<file path="config.mk">
export PLATFORM = sky130hd
export DESIGN_NAME = xmr_inject_sink
export DESIGN_NICKNAME = d
export VERILOG_FILES = /design/src/rtl/xmr_inject_sink.sv
export SDC_FILE = /design/constraint.sdc
export NUM_CORES = 1
export LEC_CHECK = 0
export CORE_MARGIN = 2
export CORE_UTILIZATION = 47
export DETAILED_ROUTE_END_ITERATION = 10
export PLACE_DENSITY = 0.75
export SYNTH_ARGS = -nofsm -noshare
export SYNTH_HDL_FRONTEND = slang
export SYNTH_SLANG_ARGS = --single-unit
</file>
<file path="constraint.sdc">
create_clock -name clk -period 2.4 [get_ports clk]
set_input_delay 0.48 -clock clk [delete_from_list [all_inputs] [get_ports clk]]
set_output_delay 0.48 -clock clk [all_outputs]
set_load 0.02 [all_outputs]
</file>
<file path="src/rtl/xmr_inject_sink.sv">
// rtl/xmr_inject_sink.sv - target register owner arbitrating functional writes against ported hierarchical injections
//
// Purpose:
//   Owns a sub-module register and replaces a parent-level hierarchical
//   write/force with ported signals. The functional path writes q through
//   func_en/func_d. The parent forces q through a valid/ready handshake on
//   the inj_* ports. A force lasts either a fixed number of cycles
//   (inj_hold != 0) or until inj_release (inj_hold == 0).
//
// Ports:
//   clk          design clock
//   rst_n        asynchronous active-low reset
//   func_en      functional write enable
//   func_d       functional next value              [WIDTH]
//   inj_valid    injection request
//   inj_ready    injection can be accepted (state == IDLE)
//   inj_data     value to force                     [WIDTH]
//   inj_hold     force length in cycles, 0 = open   [HOLD_W]
//   inj_release  ends an active force on this edge
//   q            resolved register value            [WIDTH]
//   forced       high while a force is in effect
//   done         one-cycle pulse after a force ends

module xmr_inject_sink #(
    parameter int unsigned          WIDTH     = 1,
    parameter int unsigned          HOLD_W    = 8,
    parameter logic [WIDTH-1:0]     RESET_VAL = '0,
    parameter bit                   SHADOW    = 1'b1
) (
    input  logic              clk,
    input  logic              rst_n,
    input  logic              func_en,
    input  logic [WIDTH-1:0]  func_d,
    input  logic              inj_valid,
    output logic              inj_ready,
    input  logic [WIDTH-1:0]  inj_data,
    input  logic [HOLD_W-1:0] inj_hold,
    input  logic              inj_release,
    output logic [WIDTH-1:0]  q,
    output logic              forced,
    output logic              done
);

    typedef enum logic {
        IDLE  = 1'b0,
        FORCE = 1'b1
    } state_t;

    state_t            state;
    state_t            state_nxt;
    logic [HOLD_W-1:0] cnt;
    logic [HOLD_W-1:0] cnt_nxt;
    logic [WIDTH-1:0]  shadow;
    logic [WIDTH-1:0]  shadow_nxt;
    logic [WIDTH-1:0]  q_nxt;
    logic              forced_nxt;
    logic              done_nxt;

    logic accept;
    logic exit_force;

    assign inj_ready  = (state == IDLE);
    assign accept     = inj_valid && inj_ready;
    // cnt == 0 marks an open-ended force; it only ever leaves via release.
    assign exit_force = (state == FORCE) &&
                        (inj_release || (cnt == HOLD_W'(1)));

    // State and datapath registers.
    always_ff @(posedge clk or negedge rst_n) begin
        if (!rst_n) begin
            state  <= IDLE;
            cnt    <= '0;
            shadow <= RESET_VAL;
            q      <= RESET_VAL;
            forced <= 1'b0;
            done   <= 1'b0;
        end else begin
            state  <= state_nxt;
            cnt    <= cnt_nxt;
            shadow <= shadow_nxt;
            q      <= q_nxt;
            forced <= forced_nxt;
            done   <= done_nxt;
        end
    end

    // Next-state logic.
    always_comb begin
        state_nxt = state;
        case (state)
            IDLE:    if (accept)     state_nxt = FORCE;
            FORCE:   if (exit_force) state_nxt = IDLE;
            default: state_nxt = IDLE;
        endcase
    end

    // Output / datapath next values.
    always_comb begin
        q_nxt      = q;
        shadow_nxt = shadow;
        cnt_nxt    = cnt;
        forced_nxt = forced;
        done_nxt   = 1'b0;
        case (state)
            IDLE: begin
                if (accept) begin
                    // Injection wins q, but the functional value of this
                    // cycle is parked in the shadow so it is not lost.
                    q_nxt      = inj_data;
                    shadow_nxt = func_en ? func_d : q;
                    cnt_nxt    = inj_hold;
                    forced_nxt = 1'b1;
                end else if (func_en) begin
                    q_nxt = func_d;
                    if (SHADOW) begin
                        shadow_nxt = func_d;
                    end
                end
            end
            FORCE: begin
                if (SHADOW && func_en) begin
                    shadow_nxt = func_d;
                end
                if (exit_force) begin
                    forced_nxt = 1'b0;
                    done_nxt   = 1'b1;
                    cnt_nxt    = '0;
                    // Functional write on the exit edge beats the shadow.
                    if (func_en) begin
                        q_nxt = func_d;
                    end else if (SHADOW) begin
                        q_nxt = shadow;
                    end
                end else if (cnt > HOLD_W'(1)) begin
                    cnt_nxt = cnt - HOLD_W'(1);
                end
            end
            default: begin
                forced_nxt = 1'b0;
            end
        endcase
    end

endmodule

</file>
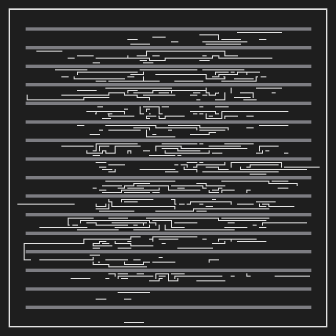
Fig. 1. Metal 1.
Supply wires on this layer in grey.
main direction: horizontal
share of all routed wire: 48%
longest straight run: 11.5 µm
nets with wire on the layer: 109
met1 Track Usage GR: 0.266
total routed wirelength: 1.92 mm
vias: 771

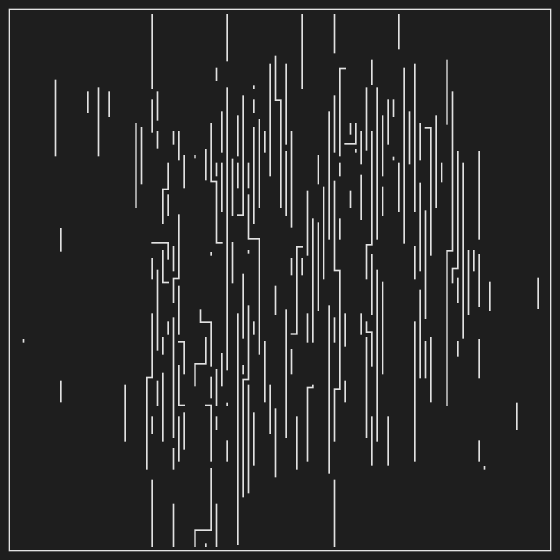
Fig. 2. Metal 2.
main direction: vertical
wire length on this layer: 886 µm
share of all routed wire: 46%
nets with wire on the layer: 106

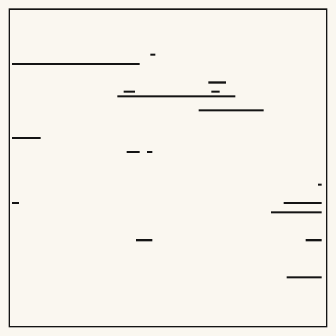
Fig. 3. Signal wires on met3.
wire length on this layer: 77.5 µm
nets with wire on the layer: 14
main direction: horizontal
longest straight run: 18.4 µm
met3 Use GR: 0.0353

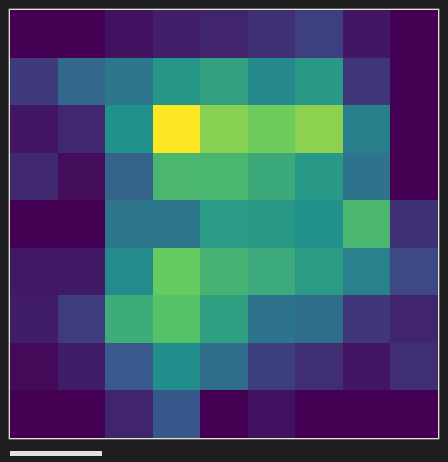
Fig. 4. Routed metal per tile.
Bar = 10 µm. The die is cut into 9 by 9 equal tiles; dark purple is low, yellow is high, scaled to the fullest tile. Values are wire area over tile area, all layers added.
tiles over half the peak: 28%
densest ninth of the die: centre
emptiest ninth of the die: lower right
fullest tile: 0.48
mean over tiles: 0.14
GR Util All Layers: 0.196
Avg WL per Cell: 14.7 µm

## routing by layer
metal,routed length [µm],part of all wire,global-route usage
met1,920,0.48,0.266
met2,886,0.46,0.294
met3,77,0.040,0.0353
met4,40,0.021,0.103
met5,0,0,0
## logic make-up (layout without fill, tap and decap cells)
group / Yosys count / after routing / synth area share
simple gates: 30 / 30 / 0.211
mux: 2 / 2 / 0.0238
buf+inv: 10 / 28 / 0.0579
compound gates: 31 / 31 / 0.291
flops: 13 / 13 / 0.386
fa+ha+maj: 2 / 2 / 0.0297
## worst register-to-register path: cells and delay by family (launching register included)
kind	cells	cell delay, ps
AOI/OAI and AO/OA	3	820
and+or+nand+nor	1	520
DFF	1	410
adders and majority gates	1	170
buffers and inverters	1	80
## sequential cells by signal, summed over array words and instances (netlist names)
name	cells
cnt	8
done	1
forced	1
q	1
shadow	1
state	1
## layout by cell type (no fill, tap or decap), drive strengths merged, types with 2 or more instances in the layout
cell           instances
a21oi                  5
a22o                   7
a2bb2oi                2
and2                   2
clkbuf                 3
clkdlybuf4s50         18
dfrtp                 13
ha                     2
inv                    5
mux2i                  2
nand2                  7
nand2b                 2
nand3                  2
nor2                   5
nor3                   4
nor4                   2
nor4b                  2
o21a                   2
o21ai                  8
o2bb2ai                2
## path summary, 6_finish.rpt
check	start	to	cells after the start	slack, ps
min in group asynchronous	rst_n	done$_DFF_PN0_	1	570
hold reg to reg	forced$_DFFE_PN0P_	forced$_DFFE_PN0P_	2	560
setup / recovery	cnt[1]$_DFFE_PN0P_	cnt[3]$_DFFE_PN0P_	6	290
hold / removal	forced$_DFFE_PN0P_	forced$_DFFE_PN0P_	2	560
setup reg to reg	cnt[1]$_DFFE_PN0P_	cnt[3]$_DFFE_PN0P_	6	290
max in group asynchronous	rst_n	cnt[4]$_DFFE_PN0P_	1	1430
==> impl_results.html <==
<h3>Flow metrics</h3>
<table>
<tr><th>Metric</th><th>Value</th></tr>
<tr><th colspan="2">Floorplanning</th></tr>
<tr><td>Standard-cell row count</td><td>15</td></tr>
<tr><td>Starting utilization of the core area</td><td>0.493</td></tr>
<tr><td>Chip footprint</td><td>0.00215 mm²</td></tr>
<tr><td>I/O pin count</td><td>19</td></tr>
<tr><td>Vert. Die Dim</td><td>46.3 µm</td></tr>
<tr><th colspan="2">Power</th></tr>
<tr><td>Power density over the cells</td><td>831 mW/mm²</td></tr>
<tr><td>Clock power frac</td><td>0.163</td></tr>
<tr><td>Pleak</td><td>0.434 nW</td></tr>
<tr><td>Maximum vdd drop</td><td>0.000528 V</td></tr>
<tr><th colspan="2">STA</th></tr>
<tr><td>Setup ws final</td><td>285 ps</td></tr>
<tr><td>Hold_ws</td><td>565 ps</td></tr>
<tr><td>Summed negative setup slack over all endpoints</td><td>0 ps</td></tr>
<tr><td>Max transition margin</td><td>0.585</td></tr>
<tr><td>Setup violators final</td><td>0</td></tr>
<tr><td>Peak clock frequency supported by timing</td><td>473 MHz</td></tr>
<tr><td>Max Transition Viols Final</td><td>0</td></tr>
<tr><th colspan="2">Clock network</th></tr>
<tr><td>Count of buffers added by post-CTS timing repair for setup</td><td>0</td></tr>
<tr><td>Resized Gates After CTS</td><td>0</td></tr>
<tr><td>Clock Sink Count</td><td>13</td></tr>
<tr><td>Inserted Clock Buffers</td><td>3</td></tr>
<tr><th colspan="2">Synth</th></tr>
<tr><td>Summed standard-cell area reported by yosys</td><td>842 µm²</td></tr>
<tr><td>Post-synthesis average cell area</td><td>9.57 µm²</td></tr>
<tr><td>Top cells by count</td><td>13 x dfrtp_1, 7 x a22o_1, 7 x nand2_1</td></tr>
<tr><td>Post-synthesis cell type with the largest instance count</td><td>dfrtp_1</td></tr>
<tr><td>Cell area after synthesis</td><td>842 µm²</td></tr>
<tr><td>Sequential-to-total area share from yosys stat</td><td>0.386</td></tr>
<tr><td>Number of cells in the yosys synthesis report</td><td>88</td></tr>
<tr><th colspan="2">Global routing</th></tr>
<tr><td>Global route overflow</td><td>0</td></tr>
<tr><th colspan="2">Setup path</th></tr>
<tr><td>Buf+Inv Stages, Crit Path</td><td>1</td></tr>
<tr><td>Cell type group with the largest total delay on the critical path</td><td>AND-OR/OR-AND gates</td></tr>
<tr><td>Critical setup path kind</td><td>reg2reg</td></tr>
<tr><td>Critical Path Start Type</td><td>flop</td></tr>
<tr><th colspan="2">Final layout</th></tr>
<tr><td>Clock buf count</td><td>3</td></tr>
<tr><td>Final layout net count</td><td>124</td></tr>
<tr><td>Layout cells sized above 1</td><td>0.104</td></tr>
<tr><td>Non-Clock Inverter Count</td><td>5</td></tr>
<tr><td>Clock tree cell share of total cell area</td><td>0.0260</td></tr>
<tr><td>Antenna diode count</td><td>0</td></tr>
<tr><td>Synth-to-Final Area Change</td><td>25.7%</td></tr>
<tr><td>Cell group occupying the most layout area</td><td>logic gates</td></tr>
<tr><td>Total area of multi-input combinational cells</td><td>468 µm²</td></tr>
<tr><td>Post-layout util</td><td>0.620</td></tr>
<tr><th colspan="2">Placement</th></tr>
<tr><td>Standard cell area after detailed placement</td><td>0.00103 mm²</td></tr>
<tr><td>Post-Place Setup Slack</td><td>243 ps</td></tr>
<tr><td>Number of port buffers</td><td>18</td></tr>
<tr><th colspan="2">Status</th></tr>
<tr><td>Run status</td><td>finished clean</td></tr>
<tr><th colspan="2">Route</th></tr>
<tr><td>Number of DRC markers in iteration 0</td><td>15</td></tr>
<tr><td>Antenna-violating nets left</td><td>0</td></tr>
<tr><td>Remaining DRCs</td><td>0</td></tr>
<tr><th colspan="2">Worst hold path</th></tr>
<tr><td>Worst min-delay path category</td><td>reg2reg</td></tr>
</table>
Power is estimated from default activity; no workload was simulated.
